[src/rtl/instruction_fetch.sv]
// instruction_fetch: program counter plus IF/ID pipeline register.
// Drives the PC as a word address to a combinational instruction memory and
// captures the returned word each cycle. Redirects flush IF/ID to an all-zero
// bubble and override stalls; stalls freeze both PC and IF/ID.
// Optional feature macro: IFETCH_PERF_EN adds fetch_count / bubble_count.
module instruction_fetch #(
    parameter int unsigned ADDR_W   = 8,
    parameter int unsigned RESET_PC = 0
) (
    input  logic              clk,
    input  logic              reset,
    output logic [ADDR_W-1:0] imem_addr,
    input  logic [31:0]       imem_data,
    input  logic              stall,
    input  logic              redirect,
    input  logic [ADDR_W-1:0] redirect_target,
    output logic [31:0]       if_id_instr,
    output logic [ADDR_W-1:0] if_id_pc_plus1,
`ifdef IFETCH_PERF_EN
    output logic [31:0]       fetch_count,
    output logic [31:0]       bubble_count,
`endif
    output logic              if_id_valid
);

    localparam logic [ADDR_W-1:0] RESET_PC_W = ADDR_W'(RESET_PC);

    logic [ADDR_W-1:0] pc_reg, pc_next;
    logic [ADDR_W-1:0] pc_inc;
    logic [31:0]       instr_reg, instr_next;
    logic [ADDR_W-1:0] pc_plus1_reg, pc_plus1_next;
    logic              valid_reg, valid_next;

    // Sequential successor wraps naturally at 2^ADDR_W.
    assign pc_inc    = pc_reg + ADDR_W'(1);
    assign imem_addr = pc_reg;

    // Next-state selection: redirect beats stall, stall beats normal fetch.
    always_comb begin
        pc_next       = pc_reg;
        instr_next    = instr_reg;
        pc_plus1_next = pc_plus1_reg;
        valid_next    = valid_reg;
        if (redirect) begin
            pc_next       = redirect_target;
            instr_next    = 32'd0;
            pc_plus1_next = '0;
            valid_next    = 1'b0;
        end else if (!stall) begin
            pc_next       = pc_inc;
            instr_next    = imem_data;
            pc_plus1_next = pc_inc;
            valid_next    = 1'b1;
        end
    end

    // PC and IF/ID register with synchronous reset.
    always_ff @(posedge clk) begin
        if (reset) begin
            pc_reg       <= RESET_PC_W;
            instr_reg    <= 32'd0;
            pc_plus1_reg <= '0;
            valid_reg    <= 1'b0;
        end else begin
            pc_reg       <= pc_next;
            instr_reg    <= instr_next;
            pc_plus1_reg <= pc_plus1_next;
            valid_reg    <= valid_next;
        end
    end

    assign if_id_instr    = instr_reg;
    assign if_id_pc_plus1 = pc_plus1_reg;
    assign if_id_valid    = valid_reg;

`ifdef IFETCH_PERF_EN
    logic [31:0] fetch_count_reg, fetch_count_next;
    logic [31:0] bubble_count_reg, bubble_count_next;

    // Count edges that load a real instruction and edges that load a flush bubble.
    always_comb begin
        fetch_count_next  = fetch_count_reg;
        bubble_count_next = bubble_count_reg;
        if (redirect) begin
            bubble_count_next = bubble_count_reg + 32'd1;
        end else if (!stall) begin
            fetch_count_next = fetch_count_reg + 32'd1;
        end
    end

    // Performance counter registers; wrap at 2^32.
    always_ff @(posedge clk) begin
        if (reset) begin
            fetch_count_reg  <= 32'd0;
            bubble_count_reg <= 32'd0;
        end else begin
            fetch_count_reg  <= fetch_count_next;
            bubble_count_reg <= bubble_count_next;
        end
    end

    assign fetch_count  = fetch_count_reg;
    assign bubble_count = bubble_count_reg;
`endif

endmodule

[config.mk]
export PLATFORM = sky130hd
export DESIGN_NAME = instruction_fetch
export DESIGN_NICKNAME = d
export VERILOG_FILES = /design/src/rtl/instruction_fetch.sv
export SDC_FILE = /design/constraint.sdc
export NUM_CORES = 1
export LEC_CHECK = 0
export ABC_AREA = 1
export CORE_ASPECT_RATIO = 0.9
export CORE_MARGIN = 5
export CORE_UTILIZATION = 43
export DETAILED_ROUTE_END_ITERATION = 7
export PLACE_DENSITY = 0.84
export SLEW_MARGIN = 15
export SYNTH_ARGS = -nofsm -noshare
export SYNTH_HDL_FRONTEND = slang
export SYNTH_SLANG_ARGS = --single-unit
export TNS_END_PERCENT = 5
[constraint.sdc]
create_clock -name clk -period 2 [get_ports clk]
set_input_delay 0.4 -clock clk [delete_from_list [all_inputs] [get_ports clk]]
set_output_delay 0.4 -clock clk [all_outputs]
set_load 0.05 [all_outputs]
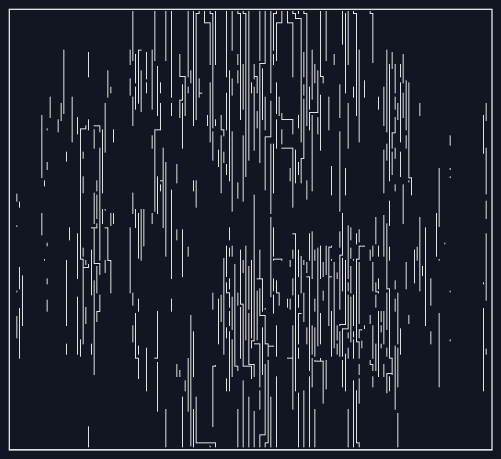
m2.png
Scale: 6 px per micron.
share of all routed wire	50%
main direction	vertical
met2 Use GR: 0.295
via count: 1919
drt total wl: 5.25 mm

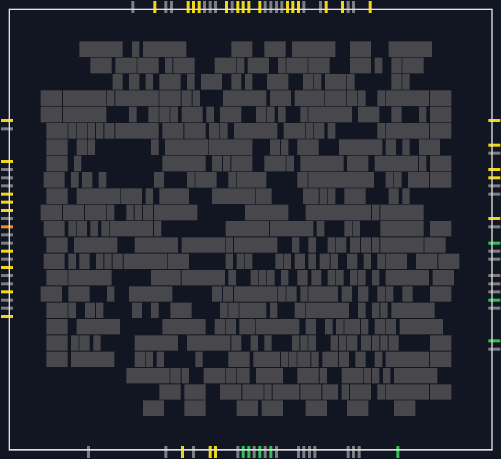
pinout.png
Scale: 6 px per micron. Pins as bars across the die edge, other pins in gray.
port	color	pins	direction	edge
if_id_pc_plus1	green	8	output	5 bottom, 3 right
if_id_valid	orange	1	output	left
if_id_instr	yellow	32	output	15 top, 9 left, 5 right, 3 bottom
all pins by edge	30 top, 22 bottom, 22 left, 19 right
Buffers on Ports: 92
Die W: 80.2 microns
Die Span Y: 73.2 microns

[sequential cells by signal, indices dropped and copies added (netlist names)]
signal / count
if_id_instr: 32
if_id_valid: 1
imem_addr: 8
if_id_pc_plus1: 8
[worst paths after layout]
| check | start | end | slack, ns | cells past startpoint |
|---|---|---|---|---|
| worst max-delay path | imem_addr[6] | imem_addr[6] | 0.08 | 1 |
| worst min-delay path | if_id_instr[26] | if_id_instr[26] | 0.47 | 2 |
| worst max register to register | imem_addr[0] | if_id_pc_plus1[6] | 0.78 | 6 |
| worst min register to register | if_id_instr[26] | if_id_instr[26] | 0.47 | 2 |
[cells by family after synthesis]
family / Yosys count
compound gates: 46
buf+inv: 27
fa+ha+maj: 1
flops: 49
simple gates: 131
[where the power goes]
part	internal (W)	switching [W]
sequential	0.00101	0.0000258
combinational	0.000174	0.000243
clock	0.000497	0.000331
total	0.00168	0.000601
[stage by stage]
| step | std cells | utilization | hold WS, ns |
|---|---|---|---|
| 2_1_floorplan | 254 | - | 0.543 |
| 3_3_place_gp | 402 | 0.660 | 0.444 |
| 3_5_place_dp | 402 | 0.660 | 0.451 |
| 4_1_cts | 410 | 0.691 | 0.469 |
| 5_1_grt | 410 | 0.692 | 0.487 |
| 6_report | 410 | 0.692 | 0.466 |
[per-layer routing]
metal | GRT usage | vias to the layer above
met4 | 0.0750 | 0
li1 | - | 988
met5 | 0 | -
met1 | 0.226 | 866
met2 | 0.295 | 61
met3 | 0.0457 | 4
[layout make-up]
cell class | count | share of cell area
Timing Repair Buffer | 98 | 0.326
Inverter | 15 | 0.0194
Sequential cell | 49 | 0.324
Multi-Input combinational cell | 178 | 0.261
Clock inverter | 3 | 0.0215
Tap cell | 62 | 0.0256
Clock buffer | 5 | 0.0227
==> flow_summary_export.csv <==
group,metric,value,unit
die,core_area,0.00437,sq mm
final_layout,seqCellArea,981,sq um
clock_tree,clk_pin_slew,0.09,ns
final_layout,diodes,0,
critical_path,crit_chain,"clkdlybuf4s50_1",
critical_path,crit_slowest_cell,"clkdlybuf4s50_1",
final_layout,final_area,0.00303,sq mm
yosys,mux_share,0,
critical_path,cp_max_fo,4,
critical_path,crit_buf_inv,1,
clock_tree,clk_latency,0.30,ns
drt,dr.max_layer_used,"met4",
final_layout,comb_area,791,sq um
sta,worst_slew_pin_slew,0.534,ns
sta,fin_crit,1.92,ns
sta,fin_skew,0.00398,ns
clock_tree,ctsResizeCount,0,
sta,setup_violations,0,
critical_path,worst_setup_path_start_kind,"register",
global_routing,grt_pass1_vias,1776,
sta,hold_viol_final,0,
yosys,ys_seq_frac,0.514,
critical_path,cp.required,1.60,ns
clock_tree,cts_tree,"built",
outcome,status,"finished clean",
yosys,syn_inst,254,
drt,vias_per_cell,4.68,
clock_tree,clockRootBuffer,"clkbuf_8",
flow_run,warning_count,26,
yosys,synth.top_cells.by_count,"nand2_1, dfxtp_1, a21oi_1",
clock_tree,cts.path.max_buffers,2,
drt,drc,0,
yosys,synth.top_cell.area_share,0.514,
critical_path,end_kind,"output port",
yosys,topCombFamilyByArea,"simple AND/OR/NAND/NOR gates",
final_layout,drive_gt1_frac,0.0603,
die,num_rows,23,
power,leakage,1.27,nW
yosys,edf_count,0,
yosys,yosysWarnings,0,
die,fp_util,0.436,
final_layout,lay_top_count,"nand2_1",
placement,dp_hpwl,3.95,mm
yosys,synth.area.top_cells,"dfxtp_1, nand2_1, a21oi_1, nand3_1, o21ai_0",
clock_tree,hold_buffers,0,
die,io_pins,93,
die,dieArea,0.00587,sq mm
drt,drtIter0Drc,96,
placement,gp_congestion,0.864,
yosys,avgSynthCellArea,7.51,sq um
drt,ant_nets,0,
drt,first_pass_iters,4,
yosys,synthAoiAreaFrac,0.122,
drt,wire_per_inst,12.8,microns
clock_tree,postCtsSetupBuffers,0,
global_routing,grt_max_degree,34,
power,p_per_area,754,mW/mm^2
min_path,min_path_type,"register to register",
drt,met1_length,2.28,mm
placement,dp_slack,0.248,ns
yosys,synth.largest_area_cell,"dfxtp_1",
flow_run,cap_violations,0,
final_layout,fillCellCount,403,
critical_path,criticalPathCategory,"register to output port",
critical_path,cpPeakStageDelay,0.82,ns
Power and IR drop assume default switching activity.
